===== src/rtl/dpll_pkg.sv =====
// -----------------------------------------------------------------------------
// dpll_pkg
// Shared definitions for the DPLL lock monitor:
//   - dpll_state_e : lock FSM states (encoding is visible on state_o)
//   - DEC_*        : 2-bit controller decision codes carried in status[1:0]
//   - STAT_STROBE  : bit index of the window-done strobe in status
//   - sat_inc16    : 16-bit increment that sticks at 16'hFFFF
// -----------------------------------------------------------------------------
package dpll_pkg;

    typedef enum logic [1:0] {
        SEARCH  = 2'd0,
        QUALIFY = 2'd1,
        LOCKED  = 2'd2,
        SLIP    = 2'd3
    } dpll_state_e;

    localparam logic [1:0] DEC_HOLD = 2'b00;
    localparam logic [1:0] DEC_UP   = 2'b01;
    localparam logic [1:0] DEC_DOWN = 2'b10;
    localparam logic [1:0] DEC_SAT  = 2'b11;

    localparam int STAT_STROBE = 2;

    // Run-length counters must never wrap back to a small value.
    function automatic logic [15:0] sat_inc16(input logic [15:0] val);
        return (val == 16'hFFFF) ? 16'hFFFF : val + 16'd1;
    endfunction

endpackage


===== src/rtl/dpll_win_classify.sv =====
// -----------------------------------------------------------------------------
// dpll_win_classify
// Classifies one controller decision window as good, bad or saturated, using
// the previous direction so that up/down dither between adjacent codes counts
// as in-lock. Holds the registered previous direction.
// Ports:
//   clk, rst_n : clock and asynchronous active-low reset
//   strobe     : window-done strobe; prev_dir only advances on it
//   decision   : 2-bit controller decision
//   clr        : synchronous clear of prev_dir (wins over strobe)
//   good/bad/sat : combinational classification of the current decision
// -----------------------------------------------------------------------------
module dpll_win_classify
    import dpll_pkg::*;
(
    input  logic       clk,
    input  logic       rst_n,
    input  logic       strobe,
    input  logic [1:0] decision,
    input  logic       clr,
    output logic       good,
    output logic       bad,
    output logic       sat
);

    logic [1:0] prev_dir_q;
    logic [1:0] prev_dir_d;
    logic       is_dir;

    // A direction step is good only when it reverses the previous step;
    // a repeated step or a step out of a hold means the loop is walking.
    always_comb begin
        is_dir = (decision == DEC_UP) || (decision == DEC_DOWN);
        good   = (decision == DEC_HOLD) ||
                 (is_dir && (prev_dir_q != DEC_HOLD) && (decision != prev_dir_q));
        bad    = is_dir && ((prev_dir_q == DEC_HOLD) || (decision == prev_dir_q));
        sat    = (decision == DEC_SAT);
    end

    // prev_dir remembers the last step direction; hold and saturation forget it.
    always_comb begin
        prev_dir_d = prev_dir_q;
        if (clr) begin
            prev_dir_d = DEC_HOLD;
        end else if (strobe) begin
            prev_dir_d = is_dir ? decision : DEC_HOLD;
        end
    end

    always_ff @(posedge clk or negedge rst_n) begin
        if (!rst_n) begin
            prev_dir_q <= DEC_HOLD;
        end else begin
            prev_dir_q <= prev_dir_d;
        end
    end

endmodule


===== src/rtl/dpll_lock_monitor.sv =====
// -----------------------------------------------------------------------------
// dpll_lock_monitor
// Qualifies the DPLL controller's per-window decisions into a debounced lock
// indication, a one-cycle lock-loss pulse and a sticky saturation error.
// Optional macro DPLL_LOCK_TIMEOUT_EN adds a sticky lock_timeout output driven
// by a window counter that runs while the loop is not locked.
// Ports:
//   ref_clk   : reference clock, rising edge
//   resetn    : asynchronous active-low reset
//   status    : [2] window-done strobe, [1:0] decision
//   clr       : synchronous clear (FSM to SEARCH, sat_err cleared)
//   locked    : qualified lock (LOCKED or SLIP)
//   lock_lost : one-cycle pulse when leaving LOCKED/SLIP for SEARCH
//   sat_err   : sticky saturated-decision flag
//   good_cnt  : current qualification / slip run length
//   state_o   : FSM state for debug
//   lock_timeout (DPLL_LOCK_TIMEOUT_EN only) : sticky lock budget exceeded
// -----------------------------------------------------------------------------
module dpll_lock_monitor
    import dpll_pkg::*;
#(
    parameter int LOCK_COUNT   = 16,
    parameter int UNLOCK_COUNT = 4
`ifdef DPLL_LOCK_TIMEOUT_EN
    ,
    parameter int TIMEOUT_WINDOWS = 1024
`endif
)
(
    input  logic        ref_clk,
    input  logic        resetn,
    input  logic [2:0]  status,
    input  logic        clr,
    output logic        locked,
    output logic        lock_lost,
    output logic        sat_err,
    output logic [15:0] good_cnt,
    output logic [1:0]  state_o
`ifdef DPLL_LOCK_TIMEOUT_EN
    ,
    output logic        lock_timeout
`endif
);

    dpll_state_e state_q, state_d;
    logic [15:0] cnt_q, cnt_d;
    logic        locked_q, locked_d;
    logic        lock_lost_q, lock_lost_d;
    logic        sat_err_q, sat_err_d;
    logic        strobe;
    logic        win_good, win_bad, win_sat;
    logic [15:0] cnt_next;

    assign strobe = status[STAT_STROBE];

    dpll_win_classify u_classify (
        .clk      (ref_clk),
        .rst_n    (resetn),
        .strobe   (strobe),
        .decision (status[1:0]),
        .clr      (clr),
        .good     (win_good),
        .bad      (win_bad),
        .sat      (win_sat)
    );

    // Next-state logic. clr beats everything, then saturation forces a
    // restart from any state; otherwise good/bad runs walk the lock FSM.
    always_comb begin
        state_d     = state_q;
        cnt_d       = cnt_q;
        sat_err_d   = sat_err_q;
        lock_lost_d = 1'b0;
        cnt_next    = sat_inc16(cnt_q);
        if (clr) begin
            state_d   = SEARCH;
            cnt_d     = 16'd0;
            sat_err_d = 1'b0;
        end else if (strobe) begin
            if (win_sat) begin
                state_d     = SEARCH;
                cnt_d       = 16'd0;
                sat_err_d   = 1'b1;
                lock_lost_d = (state_q == LOCKED) || (state_q == SLIP);
            end else begin
                unique case (state_q)
                    SEARCH: begin
                        if (win_good) begin
                            if (LOCK_COUNT == 1) begin
                                state_d = LOCKED;
                                cnt_d   = 16'd0;
                            end else begin
                                state_d = QUALIFY;
                                cnt_d   = 16'd1;
                            end
                        end else begin
                            cnt_d = 16'd0;
                        end
                    end
                    QUALIFY: begin
                        if (win_good) begin
                            if (cnt_next == 16'(LOCK_COUNT)) begin
                                state_d = LOCKED;
                                cnt_d   = 16'd0;
                            end else begin
                                cnt_d = cnt_next;
                            end
                        end else if (win_bad) begin
                            state_d = SEARCH;
                            cnt_d   = 16'd0;
                        end
                    end
                    LOCKED: begin
                        if (win_bad) begin
                            if (UNLOCK_COUNT == 1) begin
                                state_d     = SEARCH;
                                cnt_d       = 16'd0;
                                lock_lost_d = 1'b1;
                            end else begin
                                state_d = SLIP;
                                cnt_d   = 16'd1;
                            end
                        end
                    end
                    SLIP: begin
                        if (win_good) begin
                            state_d = LOCKED;
                            cnt_d   = 16'd0;
                        end else if (win_bad) begin
                            if (cnt_next == 16'(UNLOCK_COUNT)) begin
                                state_d     = SEARCH;
                                cnt_d       = 16'd0;
                                lock_lost_d = 1'b1;
                            end else begin
                                cnt_d = cnt_next;
                            end
                        end
                    end
                    default: begin
                        state_d = SEARCH;
                        cnt_d   = 16'd0;
                    end
                endcase
            end
        end
        locked_d = (state_d == LOCKED) || (state_d == SLIP);
    end

    always_ff @(posedge ref_clk or negedge resetn) begin
        if (!resetn) begin
            state_q     <= SEARCH;
            cnt_q       <= 16'd0;
            locked_q    <= 1'b0;
            lock_lost_q <= 1'b0;
            sat_err_q   <= 1'b0;
        end else begin
            state_q     <= state_d;
            cnt_q       <= cnt_d;
            locked_q    <= locked_d;
            lock_lost_q <= lock_lost_d;
            sat_err_q   <= sat_err_d;
        end
    end

    assign locked    = locked_q;
    assign lock_lost = lock_lost_q;
    assign sat_err   = sat_err_q;
    assign good_cnt  = cnt_q;
    assign state_o   = state_q;

`ifdef DPLL_LOCK_TIMEOUT_EN
    logic [15:0] win_cnt_q, win_cnt_d;
    logic        lock_timeout_q, lock_timeout_d;

    // Counts windows spent without lock; restarts when lock is achieved,
    // while the timeout flag itself survives until clr or reset.
    always_comb begin
        win_cnt_d      = win_cnt_q;
        lock_timeout_d = lock_timeout_q;
        if (clr) begin
            win_cnt_d      = 16'd0;
            lock_timeout_d = 1'b0;
        end else if (strobe && !locked_q) begin
            if (state_d == LOCKED) begin
                win_cnt_d = 16'd0;
            end else begin
                win_cnt_d = sat_inc16(win_cnt_q);
                if (win_cnt_d >= 16'(TIMEOUT_WINDOWS)) begin
                    lock_timeout_d = 1'b1;
                end
            end
        end
    end

    always_ff @(posedge ref_clk or negedge resetn) begin
        if (!resetn) begin
            win_cnt_q      <= 16'd0;
            lock_timeout_q <= 1'b0;
        end else begin
            win_cnt_q      <= win_cnt_d;
            lock_timeout_q <= lock_timeout_d;
        end
    end

    assign lock_timeout = lock_timeout_q;
`endif

endmodule


===== config.mk =====
export PLATFORM = sky130hd
export DESIGN_NAME = dpll_lock_monitor
export DESIGN_NICKNAME = d
export VERILOG_FILES = /design/src/rtl/dpll_pkg.sv /design/src/rtl/dpll_win_classify.sv /design/src/rtl/dpll_lock_monitor.sv
export SDC_FILE = /design/constraint.sdc
export NUM_CORES = 1
export LEC_CHECK = 0
export CAP_MARGIN = 20
export CORE_MARGIN = 1.5
export CORE_UTILIZATION = 45
export DETAILED_ROUTE_END_ITERATION = 6
export HOLD_SLACK_MARGIN = 0.12
export PLACE_DENSITY = 0.77
export SLEW_MARGIN = 0
export SYNTH_ARGS = -nofsm -noshare
export SYNTH_HDL_FRONTEND = slang
export SYNTH_HIERARCHICAL = 1
export SYNTH_SLANG_ARGS = --single-unit

===== constraint.sdc =====
create_clock -name ref_clk -period 4.38 [get_ports ref_clk]
set_clock_uncertainty 0.2 [all_clocks]
set_input_delay 0.876 -clock ref_clk [delete_from_list [all_inputs] [get_ports ref_clk]]
set_output_delay 0.876 -clock ref_clk [all_outputs]
set_load 0.02 [all_outputs]

==> results.txt <==
Summary of implementation figures.

Power
Power attributed to combinational cells is 54.1 uW. Of the total power, combinational logic draws 0.132. The maximum VDD drop is 0.112 mV.

Yosys
Yosys mapped the design onto 60 distinct sky130hd cell types. The AND-OR/OR-AND share of the synthesized area is 0.262. The net count after synthesis is 222. The fraction of the mapped netlist area in simple logic gates is 0.267. The post-synthesis instance total is 211.

Clock network
In this run the deepest clock path goes through 2 buffers. The TritonCTS clock tree is done.

STA
The highest clock rate this design can be run at is 266 MHz. For the pin with the worst max-slew slack, the measured transition is 0.552 ns.

Cells and area
The largest contributor to cell area by class is combinational gates.

Floorplan
The horizontal die dimension is 67.7 um. For reference, the placement row count at floorplan is 23.

Worst setup path
STA classifies the critical path startpoint as an input pin. The data arrival time reported for the critical path is 3.73 ns. The category of cells accounting for the largest share of critical-path delay is AND-OR/OR-AND gates.

The critical path contains buffers and inverters numbering 3 combined.

Status
The run finished with clean final reports.

Route
The violation count after the first detailed-routing iteration is 180. The iteration tally of the first detailed-router pass is 4.
## through the flow
stage          cell area (um^2)  worst slack [ns]  hold slack (ns)  instances  power, uW
6_report                   2160             0.621            0.316        279        410
5_1_grt                    2160             0.453            0.344        279        432
4_1_cts                    2150             0.650            0.321        278        415
3_5_place_dp               2100             0.359            0.296        274        276
3_3_place_gp               2100             0.495            0.284        274        275
2_1_floorplan              1890             0.921            0.318        211        255
## cells in the final DEF (no fill, tap or decap), drive strengths merged, types with 3 or more instances in the layout
cell type and count:
nand2 23, a22o 5, a211oi 3, a21o 4, buf 3, nor2 11, a41oi 3, ha 5
o21ai 21, xnor2 3, mux2i 3, nand2b 3, and4 3, or4 4, o41ai 3, nand3 15
a21oi 12, nand4 6, inv 10, nor4 4, nor3 6, dfrtp 23, clkdlybuf4s50 26, clkbuf 3
Figure 1. Met1 routing.
The bar under the picture is 20 um long.
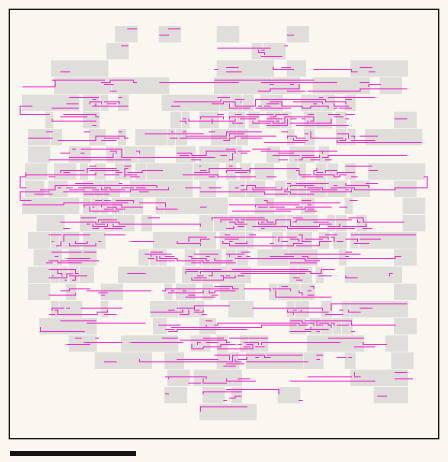
The layer holds 46% of the routed length. 205 nets have wire on it. The longest straight run is 17.5 um. The wires run mostly horizontal.
via total after detailed routing: 1662
met1 global-route usage: 0.250
Post-Route WL: 4050 um

Figure 2. Metal 2.
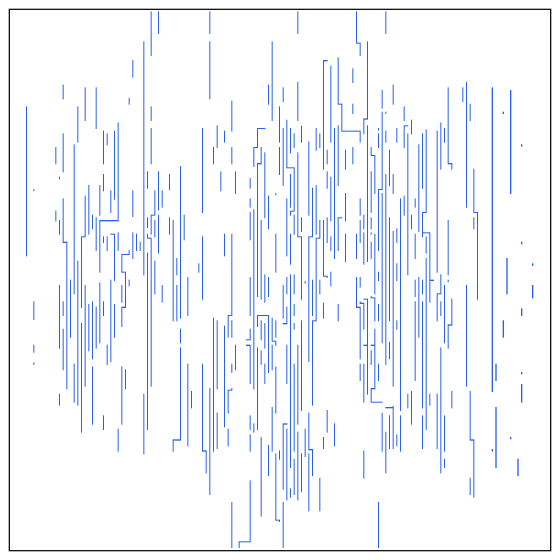
The layer holds 49% of the routed length. 199 nets have wire on it. The layer carries 1970 um of wire. The longest straight run is 38.1 um. The wires run mostly vertical.
global-route track usage on met2: 0.322

Figure 3. M3 wires.
The bar under the picture is 20 um long.
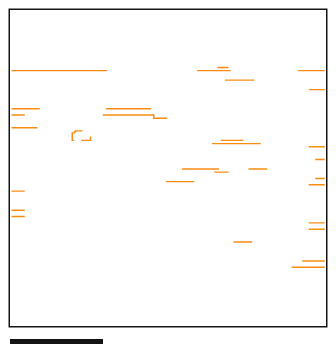
The layer holds 4.0% of the routed length. The layer carries 161 um of wire. 27 nets have wire on it. The wires run mostly horizontal. The longest straight run is 20.2 um.
Global Route met3 Usage: 0.0383

Figure 4. Clock routing.
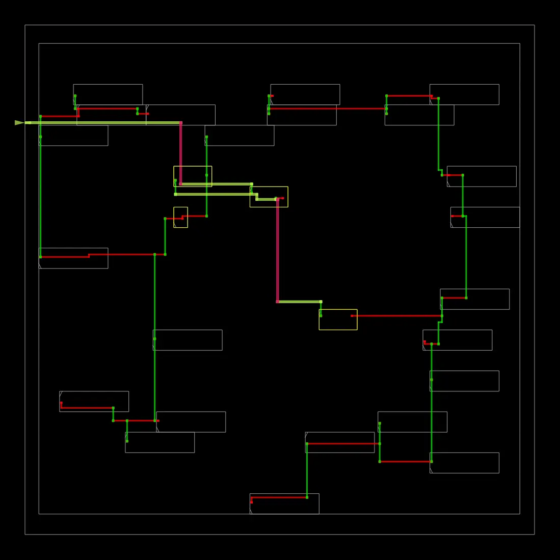
cts bufs inserted: 3
number of clock sinks seen by CTS: 23

Figure 5. Drive-strength map.
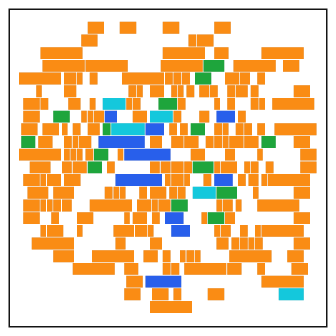
Key: blue = drive 3 to 4 [cells 10]; orange = drive 1 or less [cells 200, most used clkdlybuf4s50_1]; cyan = drive 6 and up [cells 5, most used clkbuf_8]; green = drive 2 [cells 14, most used nand4_2]
final standard cell area without fillers: 2160 um^2
Layout Area Growth over Synthesis: 14.6%
count of buffers not belonging to the clock network in the layout: 29
PnR worst setup slack: 0.621 ns

Power and IR drop assume default switching activity.
